## src/rtl/settings_pkg.sv

```systemverilog
// Shared memory-checker settings: bus geometry, descriptor layout, error codes
// and the pattern helpers that both the transmitter and the comparator use.
package settings_pkg;

    localparam int AMM_DATA_W    = 32;
    localparam int AMM_BURST_W   = 8;
    localparam int ADDR_W        = 24;
    localparam int BYTE_PER_WORD = AMM_DATA_W / 8;

    typedef enum logic {
        FIX_DATA = 1'b0,
        RND_DATA = 1'b1
    } data_mode_type;

    typedef enum logic [1:0] {
        NO_ERR        = 2'd0,
        DATA_MISMATCH = 2'd1,
        FIFO_OVF      = 2'd2,
        UNEXP_DATA    = 2'd3
    } cmp_err_type;

    typedef struct packed {
        logic [ADDR_W-1:0]        word_address;
        logic [AMM_BURST_W-1:0]   burst_word_count;
        logic [BYTE_PER_WORD-1:0] start_mask;
        logic [BYTE_PER_WORD-1:0] end_mask;
        data_mode_type            data_ptrn_type;
        logic [7:0]               data_ptrn;
    } pkt_struct_type;

    function automatic logic [7:0] lfsr_next(input logic [7:0] cur);
        return {cur[6:0], cur[6] ^ cur[1] ^ cur[0]};
    endfunction

    function automatic logic [BYTE_PER_WORD-1:0] byte_mask_func(
        input logic [AMM_BURST_W-1:0]   word_idx,
        input logic [AMM_BURST_W-1:0]   word_cnt,
        input logic [BYTE_PER_WORD-1:0] start_mask,
        input logic [BYTE_PER_WORD-1:0] end_mask
    );
        if (word_cnt == '0)            return start_mask & end_mask;
        else if (word_idx == '0)       return start_mask;
        else if (word_idx == word_cnt) return end_mask;
        return '1;
    endfunction

endpackage

```

## src/rtl/compare_block_fifo.sv

```systemverilog
// Show-ahead descriptor FIFO: the head is readable the cycle after the push.
// A push while full is dropped unless a pop frees the slot in the same cycle.
module cmp_desc_fifo
    import settings_pkg::*;
#(
    parameter int DEPTH = 8
) (
    input  logic           clk_i,
    input  logic           rst_i,
    input  logic           flush_i,
    input  logic           push_i,
    input  logic           pop_i,
    input  pkt_struct_type din_i,
    output pkt_struct_type dout_o,
    output logic           full_o,
    output logic           empty_o
);

    localparam int PTR_W = $clog2(DEPTH);

    logic [PTR_W-1:0] wr_ptr;
    logic [PTR_W-1:0] rd_ptr;
    logic [PTR_W:0]   count;
    logic             do_push;
    logic             do_pop;
    pkt_struct_type   mem [DEPTH];

    assign full_o  = (count == (PTR_W+1)'(DEPTH));
    assign empty_o = (count == '0);
    assign do_pop  = pop_i & ~empty_o;
    assign do_push = push_i & (~full_o | do_pop);
    assign dout_o  = mem[rd_ptr];

    always_ff @(posedge clk_i) begin
        if (rst_i || flush_i) begin
            wr_ptr <= '0;
            rd_ptr <= '0;
            count  <= '0;
        end else begin
            if (do_push) wr_ptr <= wr_ptr + PTR_W'(1);
            if (do_pop)  rd_ptr <= rd_ptr + PTR_W'(1);
            case ({do_push, do_pop})
                2'b10:   count <= count + (PTR_W+1)'(1);
                2'b01:   count <= count - (PTR_W+1)'(1);
                default: count <= count;
            endcase
        end
    end

    // NOTE: storage carries no reset; entries are only read behind the
    // count/pointers, so clearing it would just cost a reset net per bit.
    always_ff @(posedge clk_i) begin
        if (do_push) mem[wr_ptr] <= din_i;
    end

endmodule

```

## src/rtl/compare_block.sv

```systemverilog
// Read-data checker: walks each queued burst descriptor, regenerates the write
// pattern per word and compares enabled bytes; first error is captured and held.
module compare_block
    import settings_pkg::*;
#(
    parameter int CMP_FIFO_DEPTH = 8
) (
    input  logic                  clk_i,
    input  logic                  rst_i,
    input  logic                  test_start_i,
    input  logic                  cmp_pkt_en_i,
    input  pkt_struct_type        cmp_pkt_struct_i,
    input  logic                  readdatavalid_i,
    input  logic [AMM_DATA_W-1:0] readdata_i,
    output logic                  error_check_o,
    output cmp_err_type           err_code_o,
    output logic [ADDR_W-1:0]     err_word_addr_o,
    output logic [AMM_DATA_W-1:0] err_readdata_o,
    output logic [AMM_DATA_W-1:0] err_expected_o,
    output logic [31:0]           words_checked_o,
    output logic                  cmp_busy_o
);

    typedef enum logic {
        ST_RUN = 1'b0,
        ST_ERR = 1'b1
    } chk_state_t;

    chk_state_t               state_q, state_d;
    pkt_struct_type           head;
    logic                     fifo_full, fifo_empty;
    logic                     running, last_word, accept, pop, push;
    logic                     unexp, ovf, mismatch;
    cmp_err_type              err_sel;
    logic [AMM_BURST_W-1:0]   word_idx;
    logic [7:0]               lfsr_reg, cur_byte;
    logic [BYTE_PER_WORD-1:0] cur_mask;

    logic                     s1_valid, s2_valid;
    logic [AMM_DATA_W-1:0]    s1_data, s1_exp, s1_mask_bits;
    logic [BYTE_PER_WORD-1:0] s1_mask;
    logic [ADDR_W-1:0]        s1_addr;

    cmp_desc_fifo #(.DEPTH(CMP_FIFO_DEPTH)) u_fifo (
        .clk_i   (clk_i),
        .rst_i   (rst_i),
        .flush_i (test_start_i),
        .push_i  (push),
        .pop_i   (pop),
        .din_i   (cmp_pkt_struct_i),
        .dout_o  (head),
        .full_o  (fifo_full),
        .empty_o (fifo_empty)
    );

    // NOTE: every signal gets a default at the top of the block, so no path
    // through the process can leave one unassigned and infer a latch.
    always_comb begin
        running   = (state_q == ST_RUN);
        last_word = (word_idx == head.burst_word_count);
        cur_byte  = (head.data_ptrn_type == RND_DATA && word_idx != '0) ? lfsr_reg
                                                                         : head.data_ptrn;
        cur_mask  = byte_mask_func(word_idx, head.burst_word_count,
                                   head.start_mask, head.end_mask);
        accept    = readdatavalid_i & running & ~test_start_i & ~fifo_empty;
        unexp     = readdatavalid_i & running & ~test_start_i &  fifo_empty;
        pop       = accept & last_word;
        push      = cmp_pkt_en_i & running & ~test_start_i;
        ovf       = push & fifo_full & ~pop;

        s1_mask_bits = '0;
        for (int i = 0; i < BYTE_PER_WORD; i++) begin
            s1_mask_bits[8*i +: 8] = {8{s1_mask[i]}};
        end
        mismatch = running & s1_valid & (|((s1_data ^ s1_exp) & s1_mask_bits));

        if (mismatch)   err_sel = DATA_MISMATCH;
        else if (unexp) err_sel = UNEXP_DATA;
        else if (ovf)   err_sel = FIFO_OVF;
        else            err_sel = NO_ERR;
    end

    always_comb begin
        state_d       = state_q;
        error_check_o = (state_q == ST_ERR);
        if (test_start_i)                              state_d = ST_RUN;
        else if (state_q == ST_RUN && err_sel != NO_ERR) state_d = ST_ERR;
    end

    // NOTE: clocked state uses non-blocking assignments so every register
    // samples pre-edge values, independent of statement order.
    always_ff @(posedge clk_i) begin
        if (rst_i) state_q <= ST_RUN;
        else       state_q <= state_d;
    end

    // The LFSR survives test_start so a new test can continue the sequence.
    always_ff @(posedge clk_i) begin
        if (rst_i)       lfsr_reg <= '0;
        else if (accept) lfsr_reg <= lfsr_next(cur_byte);
    end

    always_ff @(posedge clk_i) begin
        if (rst_i || test_start_i) begin
            word_idx        <= '0;
            s1_valid        <= 1'b0;
            s1_data         <= '0;
            s1_exp          <= '0;
            s1_mask         <= '0;
            s1_addr         <= '0;
            s2_valid        <= 1'b0;
            words_checked_o <= '0;
            cmp_busy_o      <= 1'b0;
            err_code_o      <= NO_ERR;
            err_word_addr_o <= '0;
            err_readdata_o  <= '0;
            err_expected_o  <= '0;
        end else begin
            s1_valid   <= accept;
            s2_valid   <= s1_valid;
            cmp_busy_o <= ~fifo_empty | s1_valid | s2_valid;
            if (accept) begin
                word_idx <= last_word ? '0 : word_idx + AMM_BURST_W'(1);
                s1_data  <= readdata_i;
                s1_exp   <= {BYTE_PER_WORD{cur_byte}};
                s1_mask  <= cur_mask;
                s1_addr  <= head.word_address + ADDR_W'(word_idx);
            end
            if (running && s1_valid && words_checked_o != 32'hFFFF_FFFF)
                words_checked_o <= words_checked_o + 32'd1;
            if (running && err_sel != NO_ERR) begin
                err_code_o <= err_sel;
                if (err_sel == DATA_MISMATCH) begin
                    err_word_addr_o <= s1_addr;
                    err_readdata_o  <= s1_data;
                    err_expected_o  <= s1_exp & s1_mask_bits;
                end else if (err_sel == UNEXP_DATA) begin
                    err_readdata_o  <= readdata_i;
                end
            end
        end
    end

endmodule

```

## config.mk

```make
export PLATFORM = sky130hd
export DESIGN_NAME = compare_block
export DESIGN_NICKNAME = d
export VERILOG_FILES = /design/src/rtl/settings_pkg.sv /design/src/rtl/compare_block_fifo.sv /design/src/rtl/compare_block.sv
export SDC_FILE = /design/constraint.sdc
export NUM_CORES = 1
export LEC_CHECK = 0
export ABC_CLOCK_PERIOD_IN_PS = 15450
export CORE_MARGIN = 10
export CORE_UTILIZATION = 50
export CTS_CLUSTER_DIAMETER = 200
export CTS_CLUSTER_SIZE = 8
export DETAILED_ROUTE_END_ITERATION = 8
export PLACE_DENSITY = 0.7
export SYNTH_ARGS = -nofsm -noshare
export SYNTH_HDL_FRONTEND = slang
export SYNTH_SLANG_ARGS = --single-unit
```

## constraint.sdc

```tcl
create_clock -name clk_i -period 15.45 [get_ports clk_i]
set_input_delay 4.635 -clock clk_i [delete_from_list [all_inputs] [get_ports clk_i]]
set_output_delay 4.635 -clock clk_i [all_outputs]
set_load 0.01 [all_outputs]
```

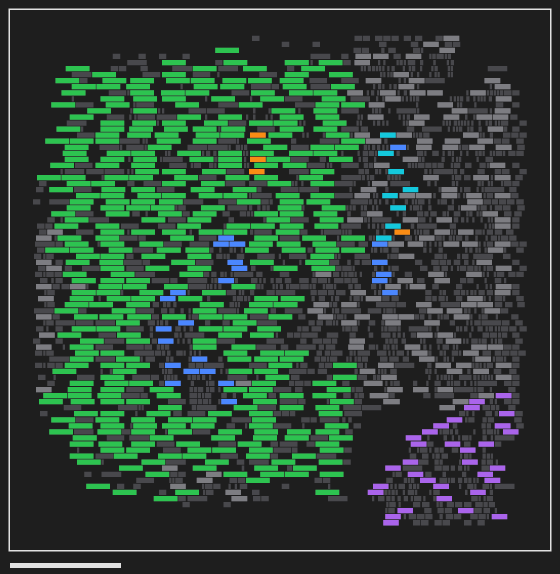
(images/ff_map.png)
Bar = 50 um.
- cyan: `s1_exp` (sequential cells 8)
- green: `u_fifo.mem` (sequential cells 392)
- purple: `words_checked_o` (sequential cells 32; where south-east)
- blue: `s1_addr` (sequential cells 24)
- orange: `s1_mask` (sequential cells 4)
- not colored: 155

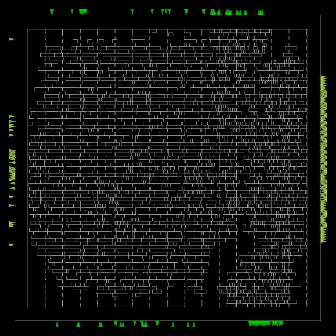
(images/placed.png)
TAP cells: 664
Rows: 81
Flops: 615
core footprint: 0.0490 sq mm
final core occ: 0.610

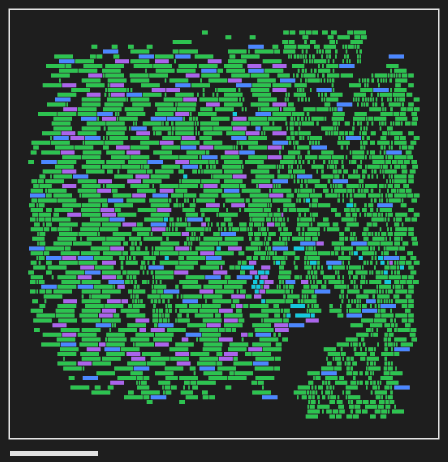
(images/sizing.png)
Bar = 50 um.
- cyan: x3 and x4 (cells 32; most used buf_4)
- purple: x2 (cells 121; most used mux4_2)
- green: x1 and smaller (cells 1898; most used edfxtp_1)
- blue: x6 and larger (cells 91; most used clkbuf_16)

==> results_slide.txt <==
Flow Results at a Glance

Critical path
  • Max stage delay on crit path: 720 ps
  • Worst path cell trace: clkdlybuf4s50_1 -> nor2_1 -> nand2_1 -> nor2_4 -> buf_4 -> and3_1 -> o21ai_1 -> nor4b_2 -> buf_4
  • Startpoint types: input port
  • Critical path origin: test_start_i

Run status
  • Outcome: finished clean

Timing
  • Final hold violation count: 0
  • Setup TNS: 0 ps

Clock tree
  • CTS Buf Count: 86
  • Root buffer cell: clkbuf_16
  • CTS Buffer Depth: 3
  • Sink Count: 615

Final layout
  • Nonclk buf count: 232
  • Antenna diodes: 0
  • Logic area: 0.00805 sq mm
  • Count of multi-input gates: 1134

Power and ir drop
  • Sequential power share: 0.497
  • Clock power share: 0.476
  • Pwr Density: 119 mW/mm^2

Worst hold path
  • Hold Path Sink: s1_addr[4]

Logic synthesis
  • Top logic cell family in the synthesized netlist: simple AND/OR/NAND/NOR gates

GRT
  • Largest net degree at the start of global routing: 101

Die
  • IO Count: 210

Detailed routing
  • DRC: 0

Flow run
  • Max-Cap Viols: 0

Placement
  • Placed cell count: 2664
Power figures rest on the tool's default switching activity, not on a simulated workload.
